==> config.mk <==
export PLATFORM = sky130hd
export DESIGN_NAME = unidad_muldiv_flat
export DESIGN_NICKNAME = d
export VERILOG_FILES = /design/src/rtl/muldiv_pkg.sv /design/src/rtl/unidad_muldiv_if.sv /design/src/rtl/unidad_muldiv_div_iter.sv /design/src/rtl/unidad_muldiv.sv /design/src/flat_wrapper.sv
export SDC_FILE = /design/constraint.sdc
export NUM_CORES = 1
export LEC_CHECK = 0
export CAP_MARGIN = 15
export CORE_MARGIN = 1
export CORE_UTILIZATION = 40
export DETAILED_ROUTE_END_ITERATION = 8
export SYNTH_ARGS = -nofsm -noshare
export SYNTH_HDL_FRONTEND = slang
export SYNTH_SLANG_ARGS = --single-unit
export TNS_END_PERCENT = 100
==> constraint.sdc <==
create_clock -name clk -period 5.5 [get_ports clk]
set_input_delay 0.825 -clock clk [delete_from_list [all_inputs] [get_ports clk]]
set_output_delay 0.825 -clock clk [all_outputs]
set_load 0.05 [all_outputs]
Figure 1. M3 wires (run 1).
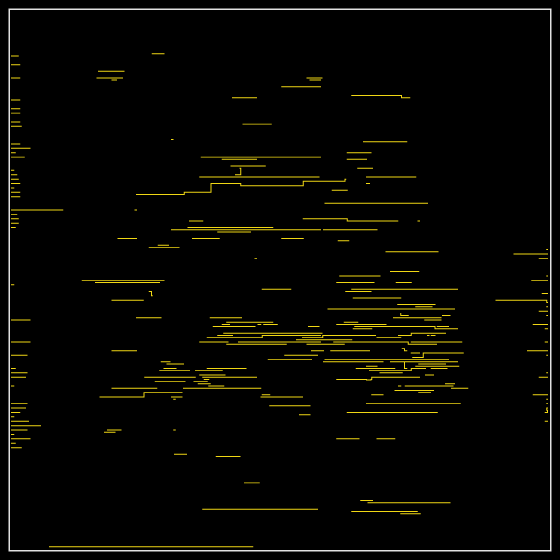
nets with wire on the layer: 169
longest straight run: 62.8 um
wire length on this layer: 2050 um
share of all routed wire: 6.1%
total number of vias: 10550
Post-Route WL: 33.73 mm

Figure 2. Routing congestion map (run 1).
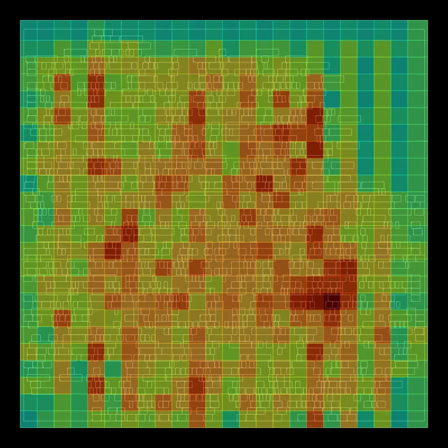
met1 track utilization from global routing: 0.3692
WL/cell: 19.28 um
global routing's busiest layer: met2
end-of-flow core utilization: 0.4890
met3 routing resource usage after global routing: 0.02875

Figure 3. The metal 2 layer (run 1).
The bar under the picture is 50 um long.
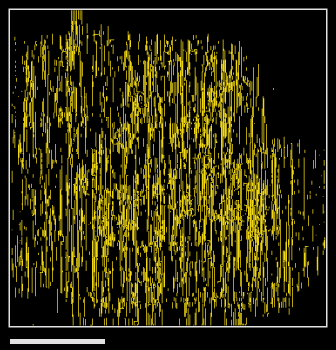
main direction: vertical
longest straight run: 59.5 um
wire length on this layer: 15000 um
met2 global-route usage: 0.3720

Figure 4. Selected gate families (run 1).
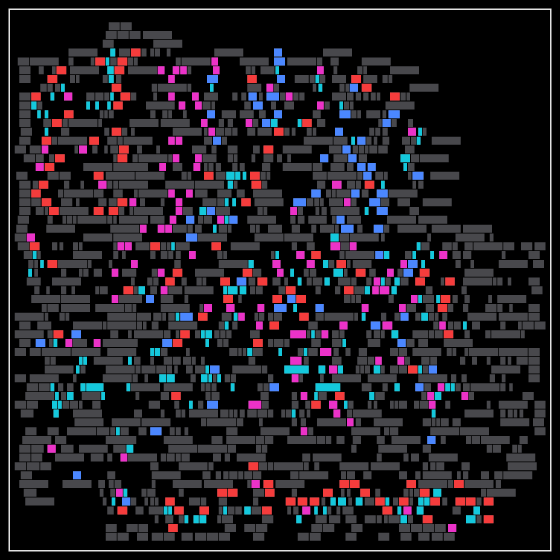
| colour | family | cells |
|---|---|---|
| magenta | and/or cells | 101 |
| blue | non-inverting ao/oa cells | 61 |
| cyan | nor cells | 146 |
| red | xor and xnor cells | 104 |
post-route non-filler standard cell count: 1749
share of cell area taken by multi-input logic gates: 0.5276

==> run_summary.xml <==
<?xml version="1.0" encoding="UTF-8"?>
<metrics>
  <group name="run_status">
    <metric name="status" unit="">finished clean</metric>
  </group>
  <group name="logic_synthesis">
    <metric name="asyncSetResetFlopFracSynth" unit="">1.000</metric>
    <metric name="top_cells_by_count" unit="">sky130_fd_sc_hd__nand2_1, sky130_fd_sc_hd__o21ai_0, sky130_fd_sc_hd__dfrtp_1</metric>
    <metric name="synth.comb.largest_family" unit="">AND-OR/OR-AND gates</metric>
    <metric name="syn-mean-instance-area" unit="um^2">8.166</metric>
    <metric name="netlist_top_cells_area" unit="">sky130_fd_sc_hd__dfrtp_1, sky130_fd_sc_hd__o21ai_0, sky130_fd_sc_hd__nand2_1</metric>
    <metric name="synth.cellmix.simpleShare" unit="">0.2191</metric>
    <metric name="post_synth_xor_area_fraction" unit="">0.08380</metric>
    <metric name="synth.yosys.chip_area" unit="um^2">10870</metric>
    <metric name="yosysCellCount" unit="">1331</metric>
    <metric name="yosysTopAreaCellShare" unit="">0.3407</metric>
    <metric name="ff_type" unit="">sky130_fd_sc_hd__dfrtp_1</metric>
    <metric name="yosys.cell_count.top_type" unit="">sky130_fd_sc_hd__nand2_1</metric>
    <metric name="compound_share_synth" unit="">0.2657</metric>
    <metric name="ys_seq_share" unit="">0.3407</metric>
    <metric name="synth-seq-cells" unit="">148</metric>
    <metric name="netlist.top_cell.by_area" unit="">sky130_fd_sc_hd__dfrtp_1</metric>
    <metric name="synth.yosys.warnings" unit="">0</metric>
    <metric name="distinct_lib_cells" unit="">76</metric>
    <metric name="fp_nets" unit="">1444</metric>
    <metric name="mux_share" unit="">0.01025</metric>
    <metric name="ys_sh_adder" unit="">0.04443</metric>
    <metric name="enable_flop_cells" unit="">0</metric>
    <metric name="netlist_area" unit="um^2">10870</metric>
    <metric name="postSynthCellCount" unit="">1331</metric>
  </group>
  <group name="clock_network">
    <metric name="clock-root-buffer" unit="">sky130_fd_sc_hd__clkbuf_16</metric>
    <metric name="cts_htree_levels" unit="">4</metric>
    <metric name="cts_tree" unit="">yes</metric>
    <metric name="cts_sinks" unit="">148</metric>
    <metric name="path_clk_slew" unit="ns">0.07</metric>
    <metric name="clk-insertion-delay-late" unit="ns">0.44</metric>
    <metric name="number_of_instances_resized_during_post_cts_repair" unit="">0</metric>
    <metric name="post_cts_hold_buffer_count" unit="">0</metric>
    <metric name="postCtsSetupRepairBufs" unit="">0</metric>
    <metric name="clock_tree.buffer_depth" unit="">2</metric>
    <metric name="cts-buffers-inserted" unit="">17</metric>
  </group>
  <group name="worst_setup_path">
    <metric name="critical_path_required" unit="ns">5.82</metric>
    <metric name="crit_top_cell" unit="">sky130_fd_sc_hd__o21ai_0</metric>
    <metric name="cpMaxStageDelayCell" unit="">sky130_fd_sc_hd__a2111oi_0</metric>
    <metric name="criticalPathCategory" unit="">reg2reg</metric>
    <metric name="path_max_fanout" unit="">32</metric>
    <metric name="timing.critical_path.depth" unit="">13</metric>
    <metric name="critPathBufInv" unit="">2</metric>
    <metric name="rr_worst_depth" unit="">13</metric>
    <metric name="timing.reg2reg.setup_slack" unit="ns">1.39</metric>
    <metric name="path_cells" unit="">buf_4 &gt; and2_1 &gt; ha_1 &gt; inv_1 &gt; fa_1 &gt; nor2b_1 &gt; o21ai_0 &gt; a21oi_1 &gt; o2111ai_1 &gt; a2111oi_0 &gt; o21ai_0 &gt; a21o_1 &gt; a32o_1</metric>
    <metric name="critPathMaxStageDelay" unit="ns">0.95</metric>
    <metric name="crit_path_end_kind" unit="">flop</metric>
    <metric name="element_type_at_the_critical_path_start" unit="">flop</metric>
    <metric name="critical-path-top-delay-family" unit="">AND-OR/OR-AND gates</metric>
    <metric name="cp.arrival" unit="ns">4.42</metric>
  </group>
  <group name="finish">
    <metric name="area_delta_synth_final" unit="%">18.57</metric>
    <metric name="combGateArea" unit="um^2">6799</metric>
    <metric name="drive_above_1_share" unit="">0.05446</metric>
    <metric name="nets" unit="">1514</metric>
    <metric name="num-fill-cells" unit="">2572</metric>
    <metric name="post-route-cell-area" unit="um^2">12890</metric>
    <metric name="flop_area" unit="um^2">3705</metric>
    <metric name="largest_register_ff_count" unit="">64</metric>
    <metric name="diodes" unit="">0</metric>
  </group>
  <group name="timing">
    <metric name="clock.fmax" unit="MHz">243.6</metric>
    <metric name="worstMarginPinSlew" unit="ns">1.105</metric>
    <metric name="finalClockPeriodUsage" unit="">0.7464</metric>
    <metric name="final_period_minus_worst_setup_slack" unit="ns">4.105</metric>
    <metric name="layout_setup_ws" unit="ns">1.395</metric>
    <metric name="setup_viol_count_final" unit="">0</metric>
    <metric name="final-max-slew-violation-count" unit="">0</metric>
    <metric name="clock_skew" unit="ns">0.01270</metric>
    <metric name="final-hold-violation-count" unit="">0</metric>
    <metric name="grt_setup_unrepaired" unit="">false</metric>
    <metric name="maxSlewHeadroom" unit="">0.2603</metric>
    <metric name="hold_ws" unit="ns">0.4735</metric>
    <metric name="finalSetupTns" unit="ns">0</metric>
  </group>
  <group name="worst_hold_path">
    <metric name="hold_path_depth" unit="">2</metric>
    <metric name="min-delay-path-class" unit="">reg2reg</metric>
  </group>
  <group name="routing">
    <metric name="remaining_drc_errors" unit="">0</metric>
    <metric name="avgViaCountPerCell" unit="">6.034</metric>
    <metric name="detail_route.iter0.violations" unit="">1012</metric>
    <metric name="drt_pass1_iterations" unit="">5</metric>
    <metric name="ant_nets" unit="">0</metric>
  </group>
  <group name="global_routing">
    <metric name="gr-usage-all-layers" unit="">0.2450</metric>
    <metric name="initial_antenna_violation_count" unit="">0</metric>
    <metric name="pin_count_of_the_biggest_net_entering_global_routing" unit="">104</metric>
    <metric name="grt_pass1_vias" unit="">9840</metric>
    <metric name="grt_first_pass_wirelength" unit="mm">54.42</metric>
    <metric name="grt_overflow_total" unit="">0</metric>
  </group>
  <group name="placement">
    <metric name="count_of_input_and_output_buffers" unit="">114</metric>
    <metric name="gp_routability_congestion" unit="">0.9130</metric>
    <metric name="dp_hpwl" unit="mm">24.58</metric>
    <metric name="preCtsSetupSlack" unit="ns">1.477</metric>
    <metric name="dpl-instance-area" unit="um^2">12260</metric>
    <metric name="dp_cells" unit="">1717</metric>
  </group>
  <group name="power">
    <metric name="post-layout-total-power" unit="mW">7.403</metric>
    <metric name="p_per_area" unit="nW/um^2">574.5</metric>
    <metric name="power.ir.vdd_worst" unit="V">0.0003939</metric>
    <metric name="leakagePower" unit="nW">5.330</metric>
  </group>
  <group name="floorplan">
    <metric name="die.size.x" unit="um">166.8</metric>
    <metric name="core_region_area" unit="um^2">26350</metric>
    <metric name="io-pin-count" unit="">115</metric>
    <metric name="initial_core_util" unit="">0.4124</metric>
    <metric name="fp.dieH" unit="um">166.8</metric>
    <metric name="chipArea" unit="um^2">27840</metric>
    <metric name="rows" unit="">59</metric>
  </group>
  <group name="job">
    <metric name="log.warning_count" unit="">28</metric>
    <metric name="max-cap-violations" unit="">0</metric>
  </group>
</metrics>
[run 1: area by class of cell]
type,count,area share
multi-input combinational,1081,0.5276
sequential,148,0.2875
timing repair buffer,127,0.09612
clock buffer,18,0.03408
tap,335,0.03252
clock inverter,14,0.01427
inverter,26,0.007961
[run 1: kinds of logic after synthesis]
logic type | Yosys count
AND/OR/NAND/NOR | 474
AND-OR/OR-AND | 455
flip-flops | 148
XOR/XNOR | 104
buffers and inverters | 102
adder cells (fa/ha/maj) | 38
multiplexers | 10
[run 1: placed cells by master, fill, tap and decap left out, types with 6 or more instances in the layout]
| cell type | instances |
|---|---|
| sky130_fd_sc_hd__o22ai_1 | 11 |
| sky130_fd_sc_hd__inv_1 | 25 |
| sky130_fd_sc_hd__nand2_1 | 157 |
| sky130_fd_sc_hd__a21o_1 | 23 |
| sky130_fd_sc_hd__nor3_1 | 26 |
| sky130_fd_sc_hd__o21a_1 | 10 |
| sky130_fd_sc_hd__xor2_1 | 56 |
| sky130_fd_sc_hd__and2_1 | 40 |
| sky130_fd_sc_hd__dfrtp_1 | 147 |
| sky130_fd_sc_hd__nand2b_1 | 11 |
| sky130_fd_sc_hd__nor2_1 | 87 |
| sky130_fd_sc_hd__o21ai_0 | 157 |
| sky130_fd_sc_hd__clkbuf_16 | 17 |
| sky130_fd_sc_hd__a31oi_1 | 16 |
| sky130_fd_sc_hd__o31ai_1 | 39 |
| sky130_fd_sc_hd__buf_4 | 13 |
| sky130_fd_sc_hd__or3_1 | 15 |
| sky130_fd_sc_hd__nand3_1 | 39 |
| sky130_fd_sc_hd__clkdlybuf4s50_1 | 114 |
| sky130_fd_sc_hd__nor2b_1 | 6 |
| sky130_fd_sc_hd__nor4_1 | 14 |
| sky130_fd_sc_hd__o221ai_1 | 6 |
| sky130_fd_sc_hd__xnor2_1 | 48 |
| sky130_fd_sc_hd__ha_1 | 37 |
| sky130_fd_sc_hd__or2_2 | 6 |
| sky130_fd_sc_hd__a22oi_1 | 34 |
| sky130_fd_sc_hd__and3_1 | 12 |
| sky130_fd_sc_hd__or4_1 | 20 |
| sky130_fd_sc_hd__a21oi_1 | 80 |
| sky130_fd_sc_hd__a211oi_1 | 10 |
| sky130_fd_sc_hd__o41ai_1 | 8 |
| sky130_fd_sc_hd__nand4_1 | 11 |
| sky130_fd_sc_hd__mux2_2 | 9 |
[run 1: worst register-to-register path, delay by kind of cell, from the launching register on]
| family | cells | cell delay, ns |
|---|---|---|
| adders and majority gates | 2 | 0.57 |
| DFF | 1 | 0.44 |
| and+or+nand+nor | 2 | 0.30 |
| AOI/OAI and AO/OA | 7 | 2.35 |
| buffers and inverters | 2 | 0.35 |
[run 1: routing by layer]
metal  share of wire  track usage  up-vias
met4           0.012      0.05435        0
li1                -            -     5042
met1            0.48       0.3692     5103
met2            0.45       0.3720      376
met5               0            0        -
met3           0.061      0.02875       33
[run 1: where the power goes]
group          internal [mW]  total, mW  switching, mW
registers               1.56       2.16          0.598
clock network          0.707       1.26          0.549
logic                   1.44       3.98           2.55
No activity file was given, so power comes from the tool's default toggle rates.
